===== config.mk =====
export PLATFORM = sky130hd
export DESIGN_NAME = nes_spr_dma
export DESIGN_NICKNAME = d
export VERILOG_FILES = /design/src/rtl/nes_bus_pkg.sv /design/src/rtl/nes_spr_dma.sv
export SDC_FILE = /design/constraint.sdc
export NUM_CORES = 1
export LEC_CHECK = 0
export CAP_MARGIN = 25
export CORE_UTILIZATION = 43
export CTS_BUF_LIST = sky130_fd_sc_hd__clkbuf_2 sky130_fd_sc_hd__clkbuf_4 sky130_fd_sc_hd__clkbuf_8
export DETAILED_ROUTE_END_ITERATION = 16
export PLACE_DENSITY = 0.87
export SLEW_MARGIN = 20
export SYNTH_ARGS = -nofsm -noshare
export SYNTH_HDL_FRONTEND = slang
export SYNTH_SLANG_ARGS = --single-unit

===== constraint.sdc =====
create_clock -name i_clk -period 1.9 [get_ports i_clk]
set_input_delay 0.38 -clock i_clk [delete_from_list [all_inputs] [get_ports i_clk]]
set_output_delay 0.38 -clock i_clk [all_outputs]
set_load 0.005 [all_outputs]

===== src/rtl/nes_bus_pkg.sv =====
// Shared NES bus definitions: SPR DMA state encoding and register addresses used by the
// bus, APU and DMA blocks.
package nes_bus_pkg;

  typedef enum logic [2:0] {
    StIdle   = 3'd0,
    StAlign1 = 3'd1,
    StAlign2 = 3'd2,
    StRead   = 3'd3,
    StWrite  = 3'd4
  } spr_state_e;

  localparam logic [15:0] DmaTrigAddr   = 16'h4014;
  localparam logic [15:0] OamDataAddr   = 16'h2004;
  localparam logic [15:0] ApuStatusAddr = 16'h4015;

endpackage


===== src/rtl/nes_spr_dma.sv =====
// Sprite (OAM) DMA: on a CPU write to $4014 copies page {page, 00..FF} into OAM via $2004,
// holding the bus request for the whole transfer and stalling on DMC cycle theft.
module nes_spr_dma
  import nes_bus_pkg::*;
#(
  parameter logic [15:0] DMA_TRIG_ADDR = DmaTrigAddr,
  parameter logic [15:0] OAM_DATA_ADDR = OamDataAddr
) (
  input  logic        i_clk,
  input  logic        i_rstn,
  input  logic [15:0] i_cpu_addr,
  input  logic        i_cpu_r_wn,
  input  logic [7:0]  i_cpu_wdata,
  input  logic        i_cpu_pause,
  output logic        o_spr_req,
  input  logic        i_spr_gnt,
  output logic [15:0] o_spr_addr,
  output logic        o_spr_wn,
  output logic [7:0]  o_spr_wdata,
  input  logic [7:0]  i_spr_rdata,
  output logic        o_busy
);

  spr_state_e state_q, state_d;
  logic [7:0] page_q, page_d;
  logic [7:0] idx_q, idx_d;
  logic [7:0] buf_q, buf_d;
  logic       two_align_q, two_align_d;
  logic       r_odd;
  logic       trig;

  assign trig = (state_q == StIdle) && (i_cpu_addr == DMA_TRIG_ADDR) && !i_cpu_r_wn &&
                !i_cpu_pause;

  always_ff @(posedge i_clk) begin
    if (!i_rstn) begin
      state_q     <= StIdle;
      page_q      <= 8'h00;
      idx_q       <= 8'h00;
      buf_q       <= 8'h00;
      two_align_q <= 1'b0;
      r_odd       <= 1'b0;
    end else begin
      state_q     <= state_d;
      page_q      <= page_d;
      idx_q       <= idx_d;
      buf_q       <= buf_d;
      two_align_q <= two_align_d;
      r_odd       <= ~r_odd;
    end
  end

  // Bus outputs decode only registered state, so they never combinationally follow inputs.
  always_comb begin
    state_d     = state_q;
    page_d      = page_q;
    idx_d       = idx_q;
    buf_d       = buf_q;
    two_align_d = two_align_q;
    o_spr_req   = 1'b0;
    o_spr_addr  = 16'h0000;
    o_spr_wn    = 1'b1;
    o_spr_wdata = 8'h00;
    unique case (state_q)
      StIdle: begin
        if (trig) begin
          state_d     = StAlign1;
          page_d      = i_cpu_wdata;
          idx_d       = 8'h00;
          two_align_d = r_odd;
        end
      end
      StAlign1: begin
        o_spr_req  = 1'b1;
        o_spr_addr = DMA_TRIG_ADDR;
        state_d    = two_align_q ? StAlign2 : StRead;
      end
      StAlign2: begin
        o_spr_req  = 1'b1;
        o_spr_addr = DMA_TRIG_ADDR;
        state_d    = StRead;
      end
      StRead: begin
        o_spr_req  = 1'b1;
        o_spr_addr = {page_q, idx_q};
        if (i_spr_gnt) begin
          buf_d   = i_spr_rdata;
          state_d = StWrite;
        end
      end
      StWrite: begin
        o_spr_req   = 1'b1;
        o_spr_wn    = 1'b0;
        o_spr_addr  = OAM_DATA_ADDR;
        o_spr_wdata = buf_q;
        if (i_spr_gnt) begin
          if (idx_q == 8'hFF) begin
            state_d = StIdle;
          end else begin
            idx_d   = idx_q + 8'd1;
            state_d = StRead;
          end
        end
      end
      default: state_d = StIdle;
    endcase
  end

  assign o_busy = (state_q != StIdle);

endmodule


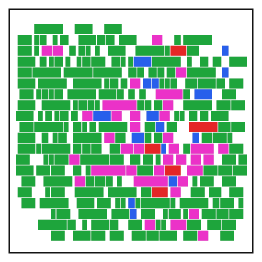
*Sizing map, run 1*
(4 px per µm)
[red] drive 6 and up | cells: 5 | most used: buf_6
[magenta] drive 3 to 4 | cells: 37 | most used: buf_4
[green] drive 1 or less | cells: 211 | most used: clkdlybuf4s50_1
[blue] drive 2 | cells: 15 | most used: clkbuf_2

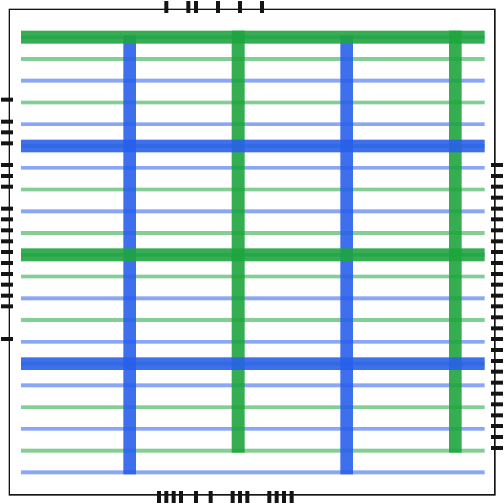
*PDN straps and rails, run 1*
(8 px per µm) Pins as bars on the die edge.
[blue] VSS
[green] VDD
met1 rails: 21
met5 straps: 4
rows: 20
die width: 60.5 µm
Core ar.: 3150 µm²
Max IR drop VDD: 0.401 mV
Die Height: 60.5 µm

==> impl_metrics.tcl, run 1 <==
# collected from the flow reports
set metrics [dict create \
    slew_headroom 0.737 \
    final_cell_mix "36 x clkdlybuf4s50_1, 27 x nand2_1, 26 x dfxtp_1, 23 x buf_4, 21 x and2_1" \
    drv_slew 0 \
    worstSetupPathType "reg2out" \
    power.share.switching 0.264 \
    buffer_area_frac 0.365 \
    pg_clk_uw 372 \
    multi_input_comb_cells 137 \
    finalHoldViolations 0 \
    root_buffer "clkbuf_4" \
    r2r-end "page_q[4]" \
    cp_max_fo 4 \
    fin_crit_ps 1940 \
    io_pins 64 \
    endpoint_kind "primary output" \
    reg2reg_depth 6 \
    area_leaders "dfxtp_1 39%, and2_1 8.9%, nand2_1 7.4%, mux2i_1 6.1%, nor2_1 4.6%" \
    hp-class "reg2reg" \
    nNonClkBuffers 91 \
    lay_top_count "clkdlybuf4s50_1" \
    clockBufferDepth 2 \
    drive_gt1_frac 0.213 \
    grt_pass1_vias 1437 \
    cts_made_buffers 5 \
    dp_hpwl_mm 2.77 \
    cp.required_ps 1520 \
    clk_share 0.0224 \
    crit_start "state_q[2]" \
    critPathTopFamily "buffers and inverters" \
    drv_cap 0 \
    synth_area_leader_cell "dfxtp_1" \
    port_buffers 63 \
    path_depth 7 \
    clock_skew_ps 9.18 \
    holdPathStages 1 \
    syn2layout_area_growth_pct 66.6 \
    wl_mm 4.50 \
    warnings 28 \
    r2r-start "state_q[2]" \
    synthCells 178 \
    fin_nets 305 \
    drtAntennaViolNets 0 \
    wl_per_cell_um 14.4 \
    setup_viol 2 \
    p_total_uw 1290 \
    grt_max_degree 16 \
    fp_nets 216 \
    setup_tns_ps -47.9 \
    clock.fmax_ghz 0.516 \
    hold_buffers 0 \
    intPower_uw 952 \
    inverters 3 \
    violations "setup timing" \
    max_stage_delay_ps 360 \
    finalWeightedCongestion 0.797 \
    finalWorstSetupSlack_ps -37.4 \
    crit_top_cell "buf_4" \
    clkTransAtPathRegs_ps 90 \
    final_cells 312 \
    fin_area_um2 2450 \
    synth-seq-cells 29 \
    ys_top_cells_by_count "29 x dfxtp_1, 29 x nand2_1, 21 x and2_1, 18 x nor2_1, 12 x a21oi_1" \
    track_usage 0.231 \
    tightest_slew_ps 394 \
    ys_cells 178 \
    syn-mean-instance-area_um2 8.27 \
    status "finished, violations left" \
    drt_iter0_drc 60 \
    ys_warn_count 0 \
    rsz0062_at_grt "yes" \
    worst-path-buf-inv 5 \
    top_power_group "registers" \
    ctsResizeCount 11 \
    logic_area_um2 845 \
    worstHoldEndpoint "r_odd" \
    antenna_found_initial 0 \
    fp_util 0.467 \
    diodes 0 \
    ys_async_sr_fraction 0 \
    finalCritPeriodShare 1.02 \
    sh_comb_area 0.344 \
    synth_area_um2 1470 \
]
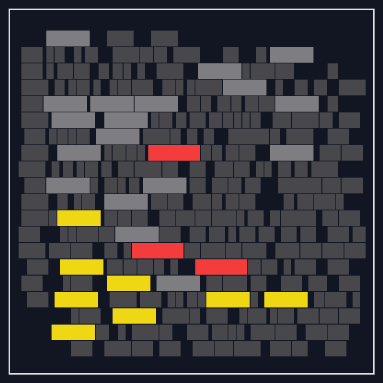
*Sequential cells colored by netlist name, run 1*
(6 px per µm)
[yellow] page_q | sequential cells: 8
[red] state_q | sequential cells: 3
not colored: 18
Reg area: 592 µm²
sequential share of cell area: 0.241
Core Util, Final: 0.778
P_seq: 636 µW

==> run 1: flip-flops by register name, summed over array words and instances (netlist names) <==
register	cells
page_q	8
idx_q	8
r_odd	1
two_align_q	1
buf_q	8
state_q	3
==> run 1: routing by layer <==
metal / track usage / routed length [µm]
met1: 0.265 / 1830
met4: 0.0877 / 67
met3: 0.0661 / 363
met2: 0.405 / 2240
met5: 0 / 0
==> run 1: cells by family (layout without fill, tap and decap cells) <==
| kind of cell | after synthesis | after routing | synth area share |
|---|---|---|---|
| simple gates | 90 | 90 | 0.320 |
| flops | 29 | 29 | 0.394 |
| mux | 9 | 9 | 0.0612 |
| fa+ha+maj | 1 | 1 | 0.00849 |
| buf+inv | 12 | 102 | 0.0467 |
| compound gates | 37 | 37 | 0.169 |
==> run 2: changes to the inputs <==
--- a/config.mk
+++ b/config.mk
@@ -5,6 +5,7 @@
 export SDC_FILE = /design/constraint.sdc
 export NUM_CORES = 1
 export LEC_CHECK = 0
+export ABC_CLOCK_PERIOD_IN_PS = 1900
 export CAP_MARGIN = 25
 export CORE_UTILIZATION = 43
 export CTS_BUF_LIST = sky130_fd_sc_hd__clkbuf_2 sky130_fd_sc_hd__clkbuf_4 sky130_fd_sc_hd__clkbuf_8
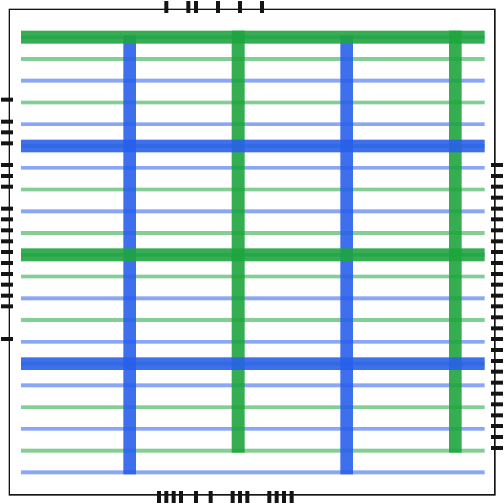
*PDN straps and rails, run 2*
(8 px per µm) Pins as bars on the die edge.
[green] VDD
[blue] VSS
met5 straps: 4
met4 straps: 4

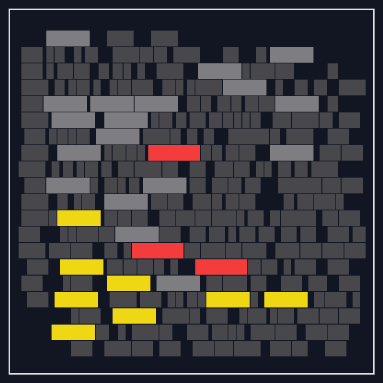
*Sequential cells colored by netlist name, run 2*
(6 px per µm)
[red] state_q | sequential cells: 3
[yellow] page_q | sequential cells: 8
not colored: 18

==> impl_metrics.tcl, run 2 <==
# collected from the flow reports
set metrics [dict create \
    drive_gt1_frac 0.213 \
    fillCellCount 243 \
    setup_tns_ps -47.9 \
    fin_nets 305 \
    grt_max_degree 16 \
    fin_crit_ps 1940 \
    lay_top_count "clkdlybuf4s50_1" \
    clock-sinks 29 \
    top_regs "buf_q: 8 flops, idx_q: 8 flops, page_q: 8 flops" \
    fp_util 0.467 \
    setup_viol 2 \
    finalWeightedCongestion 0.797 \
    worstHoldEndpoint "r_odd" \
    clock_skew_ps 9.18 \
    crit_start "state_q[2]" \
    ys_warn_count 0 \
    final_cell_mix "36 x clkdlybuf4s50_1, 27 x nand2_1, 26 x dfxtp_1, 23 x buf_4, 21 x and2_1" \
    root_buffer "clkbuf_4" \
    synthCells 178 \
    logic_area_um2 845 \
    buffer_area_frac 0.365 \
    track_usage 0.231 \
    drv_slew 0 \
    violations "setup timing" \
    clockBufferDepth 2 \
    port_buffers 63 \
    power.share.switching 0.264 \
    sh_seq_area 0.241 \
    intPower_uw 952 \
    clkTransAtPathRegs_ps 90 \
    ys_cells 178 \
    dp_hpwl_mm 2.77 \
    reg2reg_depth 6 \
    grt_pass1_vias 1437 \
    finalCritPeriodShare 1.02 \
    ctsResizeCount 11 \
    synth-seq-cells 29 \
    wl_per_cell_um 14.4 \
    powerSeq_uw 636 \
    sh_comb_area 0.344 \
    wl_mm 4.50 \
    r2r-start "state_q[2]" \
    nNonClkBuffers 91 \
    grt_pass1_wl_mm 6.15 \
    cp.required_ps 1520 \
    fp_nets 216 \
    drt_iter0_drc 60 \
    diodes 0 \
    ys_top_cells_by_count "29 x dfxtp_1, 29 x nand2_1, 21 x and2_1, 18 x nor2_1, 12 x a21oi_1" \
    nClkBuffers 6 \
    final_cells 312 \
    tightest_slew_ps 394 \
    antenna_found_initial 0 \
    drv_cap 0 \
    inverters 3 \
    synth_area_leader_cell "dfxtp_1" \
    slew_headroom 0.737 \
    fin_area_um2 2450 \
    syn-mean-instance-area_um2 8.27 \
    io_pins 64 \
    core_um2 3150 \
    cp_max_fo 4 \
    dpl_cell_area_um2 2240 \
    endpoint_kind "primary output" \
    status "finished, violations left" \
    clock.fmax_ghz 0.516 \
    ff_type "dfxtp_1" \
    syn2layout_area_growth_pct 66.6 \
    p_total_uw 1290 \
    rsz0062_at_grt "yes" \
    ir_worst_vdd_mv 0.401 \
    drtAntennaViolNets 0 \
    top_power_group "registers" \
    hold_buffers 0 \
    pg_clk_uw 372 \
    holdPathStages 1 \
    regArea_um2 592 \
    worstSetupPathType "reg2out" \
    synth_area_um2 1470 \
    ys_async_sr_fraction 0 \
    r2r-end "page_q[4]" \
    finalWorstSetupSlack_ps -37.4 \
    clk_share 0.0224 \
    multi_input_comb_cells 137 \
    die_h_um 60.5 \
    finish.utilization 0.778 \
]
==> run 2: cell counts after synthesis <==
Identical to the previous run, type by type.
==> run 2: worst max-delay path: stages, from the launching register on <==
cell	delay (ps)
dfxtp_4	360
buf_4	150
nor2_4	150
buf_4	150
buf_6	110
buf_4	100
and2_1	110
clkbuf_2	110
==> run 2: cells by family (layout without fill, tap and decap cells) <==
group	Yosys count	after routing	share of synthesized area
AND-OR/OR-AND	37	37	0.169
multiplexers	9	9	0.0612
AND/OR/NAND/NOR	90	90	0.320
buffers and inverters	12	102	0.0467
flip-flops	29	29	0.394
adder cells (fa/ha/maj)	1	1	0.00849
==> run 2: metal layers <==
metal	vias up	global-route usage	routed length [µm]
li1	791	-	-
met1	732	0.265	1830
met2	87	0.405	2240
met3	8	0.0661	363
met4	0	0.0877	67
met5	-	0	0
### Wiring heat map, run 2

(6 px per µm) The die is cut into 12 by 12 equal tiles; dark purple is low, yellow is high, scaled to the fullest tile. Values are wire area over tile area, all layers added.
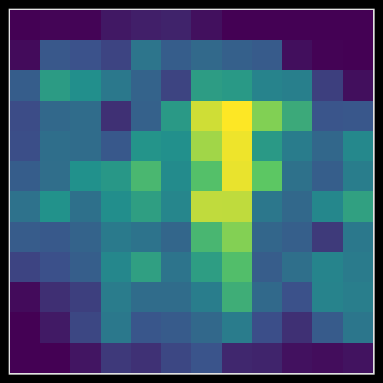

==> run 3: changes to the inputs <==
--- a/config.mk
+++ b/config.mk
@@ -7,11 +7,13 @@
 export LEC_CHECK = 0
 export ABC_CLOCK_PERIOD_IN_PS = 1900
 export CAP_MARGIN = 25
-export CORE_UTILIZATION = 43
+export CORE_UTILIZATION = 65
 export CTS_BUF_LIST = sky130_fd_sc_hd__clkbuf_2 sky130_fd_sc_hd__clkbuf_4 sky130_fd_sc_hd__clkbuf_8
 export DETAILED_ROUTE_END_ITERATION = 16
-export PLACE_DENSITY = 0.87
+export DONT_BUFFER_PORTS = 1
+export PLACE_DENSITY = 0.86
 export SLEW_MARGIN = 20
 export SYNTH_ARGS = -nofsm -noshare
 export SYNTH_HDL_FRONTEND = slang
 export SYNTH_SLANG_ARGS = --single-unit
+export TNS_END_PERCENT = 10
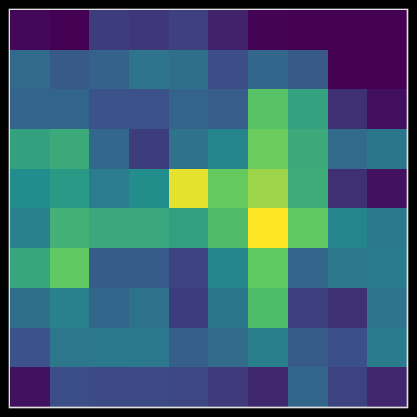
*Wiring heat map, run 3*
(8 px per µm) The die is cut into 10 by 10 equal tiles; dark purple is low, yellow is high, scaled to the fullest tile. Values are wire area over tile area, all layers added.
mean over tiles: 0.21
densest ninth of the die: center
emptiest ninth of the die: north-east

==> impl_metrics.tcl, run 3 <==
# collected from the flow reports
set metrics [dict create \
    ys_top_cells_by_count "29 x dfxtp_1, 29 x nand2_1, 21 x and2_1, 18 x nor2_1, 12 x a21oi_1" \
    path_depth 4 \
    clock.fmax_ghz 0.551 \
    endpoint_kind "primary output" \
    ir_worst_vdd_mv 0.670 \
    track_usage 0.265 \
    tightest_slew_ps 512 \
    grt_use_met2 0.448 \
    critPathTopFamily "simple AND/OR/NAND/NOR gates" \
    final_cell_mix "29 x nand2_1, 28 x dfxtp_1, 21 x and2_1, 18 x nor2_1, 12 x a21oi_1" \
    setup_viol 0 \
    synth_area_um2 1470 \
    holdPathStages 1 \
    root_buffer "clkbuf_4" \
    cp_max_fo 7 \
    clock-sinks 29 \
    worst-path-buf-inv 0 \
    p_sw_uw 280 \
    ys_warn_count 0 \
    ys_cells 178 \
    clock_skew_ps 5.40 \
    worstHoldEndpoint "state_q[2]" \
    fp_nets 216 \
    crit_chain "nor2_1, or2_2, nand2_1, o21a_1" \
    dp_hpwl_mm 2.27 \
    worstSetupPathType "reg2out" \
    hold_buffers 0 \
    wl_per_cell_um 14.4 \
    vias 1266 \
    fin_crit_ps 1810 \
    fp_util 0.721 \
    intPower_uw 801 \
    clockBufferDepth 2 \
    lay_top_count "nand2_1" \
    setup_tns_ps 0 \
    drtAntennaViolNets 0 \
    slew_headroom 0.658 \
    grt_use_met3 0.0833 \
    drv_cap 0 \
    diodes 0 \
    ff_type "dfxtp_1" \
    synth_area_leader_cell "dfxtp_1" \
    met1_usage 0.301 \
    syn2layout_area_growth_pct 5.44 \
    drt_iter0_drc 36 \
    critPathSlowestCell "dfxtp_1" \
    die_h_um 49.6 \
    top_regs "buf_q: 8 flops, idx_q: 8 flops, page_q: 8 flops" \
    core_um2 2040 \
    synth-seq-cells 29 \
    final_cells 210 \
    p_total_uw 1080 \
    ctsResizeCount 0 \
    grt_max_degree 17 \
    synthCells 178 \
    fin_nets 222 \
    drive_gt1_frac 0.137 \
    finish.utilization 0.760 \
    top_layer "met4" \
    warnings 26 \
    grt-busiest-layer "met2" \
    clkTransAtPathRegs_ps 80 \
    grt_pass1_vias 1184 \
    ys_async_sr_fraction 0 \
    wl_met1_mm 1.25 \
    cp.required_ps 1520 \
    antenna_found_initial 0 \
    max_stage_delay_ps 460 \
    port_buffers 0 \
    power.share.switching 0.259 \
    rsz0062_at_grt "no" \
    drv_slew 0 \
    io_pins 64 \
    overflow 0 \
    status "finished clean" \
    dpl_cell_area_um2 1490 \
    r2r-end "idx_q[3]" \
    finalCritPeriodShare 0.955 \
]
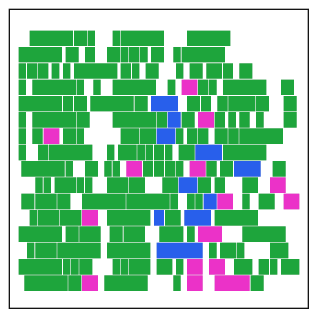
*Sizing map, run 3*
(6 px per µm)
non-clock buffer count: 8
Setup WS post-layout: 85.9 ps

run 3: cell type report:
class,instances,area [µm²]
Multi-Input combinational cell,137,823
Clock buffer,5,37.5
Inverter,3,11.3
Timing Repair Buffer,8,60.1
Clock inverter,1,5.00
Tap cell,27,33.8
Fill cell,169,489
Sequential cell,29,582
run 3: logic make-up (layout without fill, tap and decap cells):
group                      Yosys count  after routing  synth area share
buffers and inverters               12             17            0.0467
DFF                                 29             29             0.394
and+or+nand+nor                     90             90             0.320
adders and majority gates            1              1           0.00849
muxes                                9              9            0.0612
AOI/OAI and AO/OA                   37             37             0.169
run 3: power groups by stage:
stage          clock (µW)  sequential (µW)  combinational [µW]
5_1_grt               358              636                 129
3_3_place_gp            0              648                 114
3_5_place_dp            0              647                 115
2_1_floorplan           0              639                 103
4_1_cts               329              633                 116
6_report              330              635                 116

## Gallery

Placed standard cells.
shot_01.png
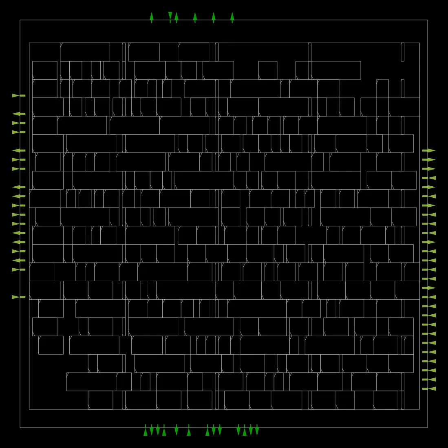
shot_02.png
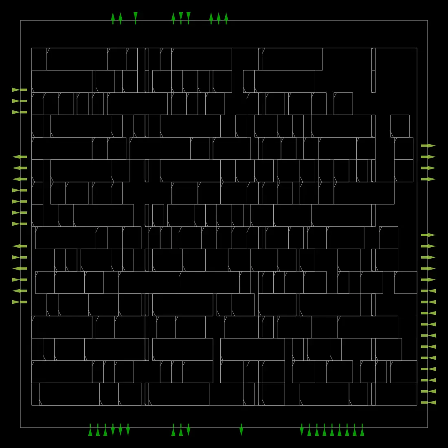
shot_01.png comes from run 1.
shot_02.png comes from run 3.

Power figures rest on the tool's default switching activity, not on a simulated workload.
